clock_wires.png
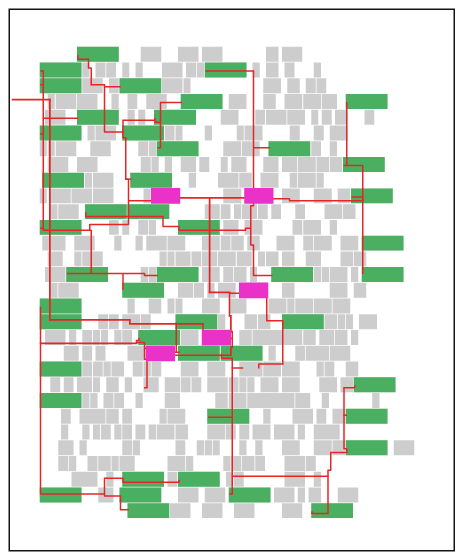
congestion_map.png
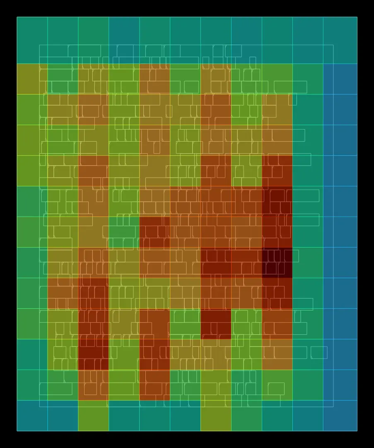
floorplan.png
Scale bar: 20 microns. Pins as bars on the die edge. Tap cells in gray.
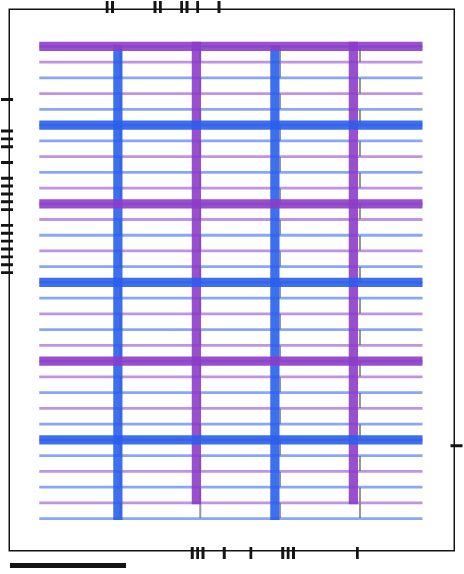
layers.png
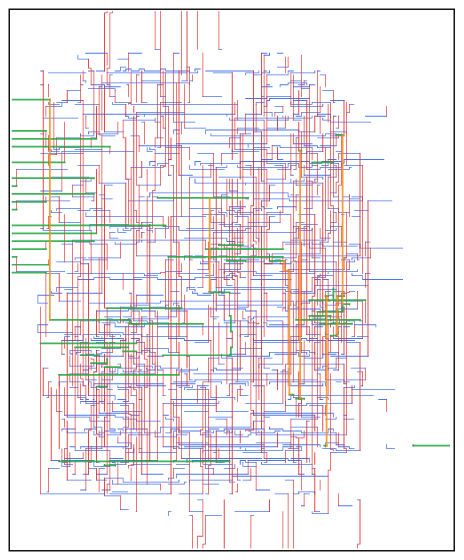
class_map.png
Scale bar: 20 microns.
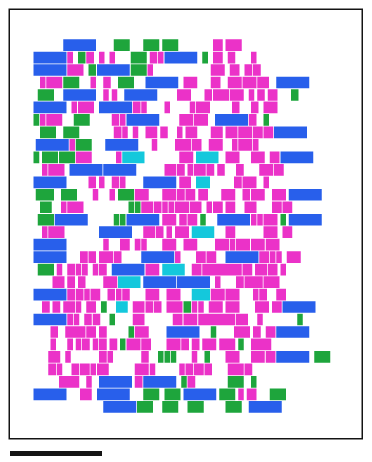
**src/rtl/hsi_s_rx_ctrl_if.sv**
```systemverilog
// hsi_s_rx_ctrl_if
// Byte-stream bundle between the line decoder and the slave receive frame
// controller, plus the controller's outputs toward the slave transmit side.
//
// Handshake: a byte on d is taken exactly in a cycle where clk_en=1 and
// d_rdy=1; there is no back-pressure (the receiver always accepts).
// rx_d_rdy, rx_frame_end and rx_err are single-cycle pulses, with rx_d
// valid in the same cycle as rx_d_rdy.
//
// Signals:
//   clk_en       bit-rate enable
//   d, d_rdy     decoded byte and its strobe
//   rx_d         payload byte, rx_d_rdy its pulse
//   rx_flag      flag byte of the current or last frame
//   rx_frame_end good-frame pulse, rx_err abort pulse
//   rx_busy      frame in progress
//
// Modports: master = byte source / result consumer, slave = the controller.

interface hsi_s_rx_ctrl_if;
    logic       clk_en;
    logic [7:0] d;
    logic       d_rdy;
    logic [7:0] rx_d;
    logic       rx_d_rdy;
    logic [7:0] rx_flag;
    logic       rx_frame_end;
    logic       rx_err;
    logic       rx_busy;

    modport master (
        output clk_en, d, d_rdy,
        input  rx_d, rx_d_rdy, rx_flag, rx_frame_end, rx_err, rx_busy
    );

    modport slave (
        input  clk_en, d, d_rdy,
        output rx_d, rx_d_rdy, rx_flag, rx_frame_end, rx_err, rx_busy
    );
endinterface

```
**src/rtl/hsi_s_rx_ctrl.sv**
```systemverilog
// hsi_s_rx_ctrl
// Slave-side HSI receive frame controller. Parses FLAG, LEN, LEN payload
// bytes, CRC_H, CRC_L from the decoded byte stream, forwards payload bytes
// as they arrive and ends each frame with a one-cycle rx_frame_end (CRC16
// residue zero) or rx_err (bad length, bad CRC, or timeout).
//
// Parameters:
//   TIMEOUT_CYCLES  inter-byte timeout in clk_en cycles (timeout build only)
//   MAX_LEN         largest accepted LEN byte
//
// Ports:
//   clk        system clock
//   rst        synchronous active-high reset
//   bus        hsi_s_rx_ctrl_if.slave (byte input, frame results)
//   state_dbg  current FSM state; 0 = IDLE, 1 = LEN, 2 = DATA,
//              3 = CRC_H, 4 = CRC_L, 5 = ERR
//
// Build option: define HSI_RX_TIMEOUT_EN to build the inter-byte timeout.
// Without it a stalled frame waits indefinitely.

module hsi_s_rx_ctrl #(
    parameter int TIMEOUT_CYCLES = 1024,
    parameter int MAX_LEN        = 255
) (
    input  logic               clk,
    input  logic               rst,
    hsi_s_rx_ctrl_if.slave     bus,
    output logic [2:0]         state_dbg
);

    typedef enum logic [2:0] {
        S_IDLE  = 3'd0,
        S_LEN   = 3'd1,
        S_DATA  = 3'd2,
        S_CRC_H = 3'd3,
        S_CRC_L = 3'd4,
        S_ERR   = 3'd5
    } state_t;

    localparam logic [8:0] MAX_LEN_C = 9'(MAX_LEN);

    state_t      state;
    logic [15:0] crc;
    logic [7:0]  len_cnt;
    logic        accept;
    logic [15:0] crc_base;
    logic [15:0] crc_next;

    // CRC16-CCITT, polynomial 0x1021, MSB-first, one byte per call.
    function automatic logic [15:0] crc16_byte(input logic [15:0] c, input logic [7:0] b);
        logic [15:0] r;
        r = c ^ {b, 8'h00};
        for (int i = 0; i < 8; i++) begin
            r = r[15] ? ((r << 1) ^ 16'h1021) : (r << 1);
        end
        return r;
    endfunction

    assign accept    = bus.clk_en & bus.d_rdy;
    // The first byte of a frame always starts from the seed, even when it
    // arrives in the same cycle the previous frame's end pulse is out and
    // the register still holds the old residue.
    assign crc_base  = (state == S_IDLE) ? 16'hFFFF : crc;
    assign crc_next  = crc16_byte(crc_base, bus.d);
    assign state_dbg = state;

`ifdef HSI_RX_TIMEOUT_EN
    localparam logic [15:0] TO_LAST = 16'(TIMEOUT_CYCLES - 1);
    logic [15:0] to_cnt;
`else
    localparam int unused_timeout_cycles = TIMEOUT_CYCLES;
`endif

    always_ff @(posedge clk) begin
        if (rst) begin
            state            <= S_IDLE;
            crc              <= 16'hFFFF;
            len_cnt          <= 8'd0;
            bus.rx_d         <= 8'd0;
            bus.rx_d_rdy     <= 1'b0;
            bus.rx_flag      <= 8'd0;
            bus.rx_frame_end <= 1'b0;
            bus.rx_err       <= 1'b0;
            bus.rx_busy      <= 1'b0;
`ifdef HSI_RX_TIMEOUT_EN
            to_cnt           <= 16'd0;
`endif
        end else begin
            bus.rx_d_rdy     <= 1'b0;
            bus.rx_frame_end <= 1'b0;
            bus.rx_err       <= 1'b0;

            if (accept) begin
                crc <= crc_next;
            end else if (state == S_IDLE) begin
                crc <= 16'hFFFF;
            end

            case (state)
                S_IDLE: begin
                    if (accept) begin
                        bus.rx_flag <= bus.d;
                        bus.rx_busy <= 1'b1;
                        state       <= S_LEN;
                    end
                end
                S_LEN: begin
                    if (accept) begin
                        len_cnt <= bus.d;
                        if ({1'b0, bus.d} > MAX_LEN_C) begin
                            state <= S_ERR;
                        end else if (bus.d == 8'd0) begin
                            state <= S_CRC_H;
                        end else begin
                            state <= S_DATA;
                        end
                    end
                end
                S_DATA: begin
                    if (accept) begin
                        bus.rx_d     <= bus.d;
                        bus.rx_d_rdy <= 1'b1;
                        len_cnt      <= len_cnt - 8'd1;
                        if (len_cnt == 8'd1) begin
                            state <= S_CRC_H;
                        end
                    end
                end
                S_CRC_H: begin
                    if (accept) begin
                        state <= S_CRC_L;
                    end
                end
                S_CRC_L: begin
                    if (accept) begin
                        if (crc_next == 16'h0000) begin
                            bus.rx_frame_end <= 1'b1;
                        end else begin
                            bus.rx_err <= 1'b1;
                        end
                        bus.rx_busy <= 1'b0;
                        state       <= S_IDLE;
                    end
                end
                S_ERR: begin
                    bus.rx_err  <= 1'b1;
                    bus.rx_busy <= 1'b0;
                    state       <= S_IDLE;
                end
                default: begin
                    state <= S_IDLE;
                end
            endcase

`ifdef HSI_RX_TIMEOUT_EN
            // Counts idle clk_en cycles inside a frame; the cycle that would
            // take it to TIMEOUT_CYCLES aborts the frame instead.
            if (state == S_IDLE || state == S_ERR || accept) begin
                to_cnt <= 16'd0;
            end else if (bus.clk_en) begin
                if (to_cnt == TO_LAST) begin
                    to_cnt      <= 16'd0;
                    bus.rx_err  <= 1'b1;
                    bus.rx_busy <= 1'b0;
                    state       <= S_IDLE;
                end else begin
                    to_cnt <= to_cnt + 16'd1;
                end
            end
`endif
        end
    end

endmodule

```
**src/flat_wrapper.sv**
```systemverilog
// flat-port wrapper written by rule: the top's interface ports become plain ports
module hsi_s_rx_ctrl_flat 
#(
    parameter int TIMEOUT_CYCLES = 1024,
    parameter int MAX_LEN        = 255
)
  (clk, rst, state_dbg, bus_clk_en, bus_d, bus_d_rdy, bus_rx_d, bus_rx_d_rdy, bus_rx_flag, bus_rx_frame_end, bus_rx_err, bus_rx_busy);
  hsi_s_rx_ctrl_if bus_i ();
  input  logic clk;
  input  logic rst;
  output logic [2:0] state_dbg;
  input wire logic [$bits(bus_i.clk_en)-1:0] bus_clk_en;
  input wire logic [$bits(bus_i.d)-1:0] bus_d;
  input wire logic [$bits(bus_i.d_rdy)-1:0] bus_d_rdy;
  output wire logic [$bits(bus_i.rx_d)-1:0] bus_rx_d;
  output wire logic [$bits(bus_i.rx_d_rdy)-1:0] bus_rx_d_rdy;
  output wire logic [$bits(bus_i.rx_flag)-1:0] bus_rx_flag;
  output wire logic [$bits(bus_i.rx_frame_end)-1:0] bus_rx_frame_end;
  output wire logic [$bits(bus_i.rx_err)-1:0] bus_rx_err;
  output wire logic [$bits(bus_i.rx_busy)-1:0] bus_rx_busy;
  assign bus_i.clk_en = bus_clk_en;
  assign bus_i.d = bus_d;
  assign bus_i.d_rdy = bus_d_rdy;
  assign bus_rx_d = bus_i.rx_d;
  assign bus_rx_d_rdy = bus_i.rx_d_rdy;
  assign bus_rx_flag = bus_i.rx_flag;
  assign bus_rx_frame_end = bus_i.rx_frame_end;
  assign bus_rx_err = bus_i.rx_err;
  assign bus_rx_busy = bus_i.rx_busy;
  hsi_s_rx_ctrl #(.TIMEOUT_CYCLES(TIMEOUT_CYCLES), .MAX_LEN(MAX_LEN)) u_core (.clk(clk), .rst(rst), .bus(bus_i), .state_dbg(state_dbg));
endmodule
```
**config.mk**
```make
export PLATFORM = sky130hd
export DESIGN_NAME = hsi_s_rx_ctrl_flat
export DESIGN_NICKNAME = d
export VERILOG_FILES = /design/src/rtl/hsi_s_rx_ctrl_if.sv /design/src/rtl/hsi_s_rx_ctrl.sv /design/src/flat_wrapper.sv
export SDC_FILE = /design/constraint.sdc
export NUM_CORES = 1
export LEC_CHECK = 0
export CAP_MARGIN = 20
export CORE_ASPECT_RATIO = 1.25
export CORE_MARGIN = 5
export CORE_UTILIZATION = 50
export DETAILED_ROUTE_END_ITERATION = 8
export GPL_ROUTABILITY_DRIVEN = 0
export GPL_TIMING_DRIVEN = 0
export HOLD_SLACK_MARGIN = 0.02
export PLACE_DENSITY = 0.73
export SLEW_MARGIN = 5
export SYNTH_ARGS = -nofsm -noshare
export SYNTH_HDL_FRONTEND = slang
export SYNTH_SLANG_ARGS = --single-unit
```
**constraint.sdc**
```tcl
create_clock -name clk -period 3 [get_ports clk]
set_clock_uncertainty 0.1 [all_clocks]
set_input_delay 0.45 -clock clk [delete_from_list [all_inputs] [get_ports clk]]
set_output_delay 0.45 -clock clk [all_outputs]
set_load 0.1 [all_outputs]
```
==> ci_impl_report.md <==
### Metrics collected by this job

| Metric | Value |
|---|---|
| Status | completed |
| Area leader, netlist | dfxtp_1 |
| Max Cap Viol | 0 |
| Crit path buf inv count | 1 |
| Unique masters post-synth | 58 |
| Setup repair bufs after CTS | 0 |
| Global-route wire length before repair | 12,200 microns |
| Num tapcells | 64 |
| Max-area cell share | 33.9% |
| Routed Antenna Nets | 0 |
| Avg Inst Size Synth | 7.98 sq um |
| Pint | 937 uW |
| Number of non-clock buffers | 57 |
| Yosys chip area | 2780 sq um |
| Leading power group | sequential cells |
| Yosys warns | 0 |
| FILL cells | 522 |
| Wire length on met1 | 3020 microns |
| CP arrival | 2730 ps |
| Max Fclk | 379 MHz |
| Sequential group share of total power | 46.4% |
| Net Sw Frac | 34.2% |
| NetSw | 487 uW |
| Post-CTS Resized | 0 |
| Setup CP Type | flip-flop to flip-flop |
| P_leak | 0.00107 uW |
| CP top delay family | simple AND/OR/NAND/NOR gates |
| Dpl cells | 440 |
| Crit end category | flip-flop |
| Fin crit share | 87.8% |
| Max FO, Critical Path | 10 |
| Total gr overflow | 0 |
Back to the opening pictures, clock_wires.png:
legend:
  clock-net drivers:
    color: magenta
    count: 5
  flip-flops:
    color: green
    count: 47
  clock wires:
    color: red
    length: 632 microns
flops lie: spread over the die
Clock Power: 422 uW
Clk network pwr share: 29.6%
Worst-Skew Late Latency: 310 ps

Back to the opening pictures, congestion_map.png:
met2 Use GR: 36.3%
Final Core Density: 59.8%

Back to the opening pictures, floorplan.png:
legend:
  VSS:
    color: blue
  VDD:
    color: purple
met1 rails: 31
tap cells: 64
signal pins: 35
met4 straps: 4
die height: 93.3 microns
core box area: 5410 sq um
die width: 76.7 microns

Back to the opening pictures, layers.png:
legend:
  M1:
    color: blue
    wire_length: 3,020 microns
  M3:
    color: green
    wire_length: 426 microns
  M4:
    color: orange
    wire_length: 183 microns
  M2:
    color: red
    wire_length: 3,630 microns
vias post-DR: 2,603
aggregate routed wire length: 7250 microns

Back to the opening pictures, class_map.png:
legend:
  remaining buffers and delay cells:
    color: green
    cells: 57
  remaining logic cells:
    color: magenta
    cells: 272
  registers:
    color: blue
    cells: 47
  clock drivers and dummy loads:
    color: cyan
    cells: 8
row count: 30
final instance area: 3230 sq um
Seq/total area: 29.1%

[path summary, 6_finish.rpt]
path	startpoint	end	slack [ps]	cells past startpoint
max	u_core.state_dbg[1]$_SDFFE_PP0P_	u_core.bus.rx_err$_SDFF_PP0_	360	7
min	bus_d[0]	u_core.bus.rx_flag[0]$_SDFFE_PP0P_	310	3
max reg2reg	u_core.state_dbg[1]$_SDFFE_PP0P_	u_core.bus.rx_err$_SDFF_PP0_	360	7
min reg2reg	u_core.bus.rx_flag[0]$_SDFFE_PP0P_	u_core.bus.rx_flag[0]$_SDFFE_PP0P_	360	2
[cell families after synthesis]
group	count (synthesis)	synth area share, %
adders and majority gates	2	0.901
buffers and inverters	33	5.05
muxes	9	3.24
and+or+nand+nor	139	25.7
xor gates and xnor gates	40	13.6
AOI/OAI and AO/OA	78	17.6
DFF	47	33.9
Power and IR drop assume default switching activity.
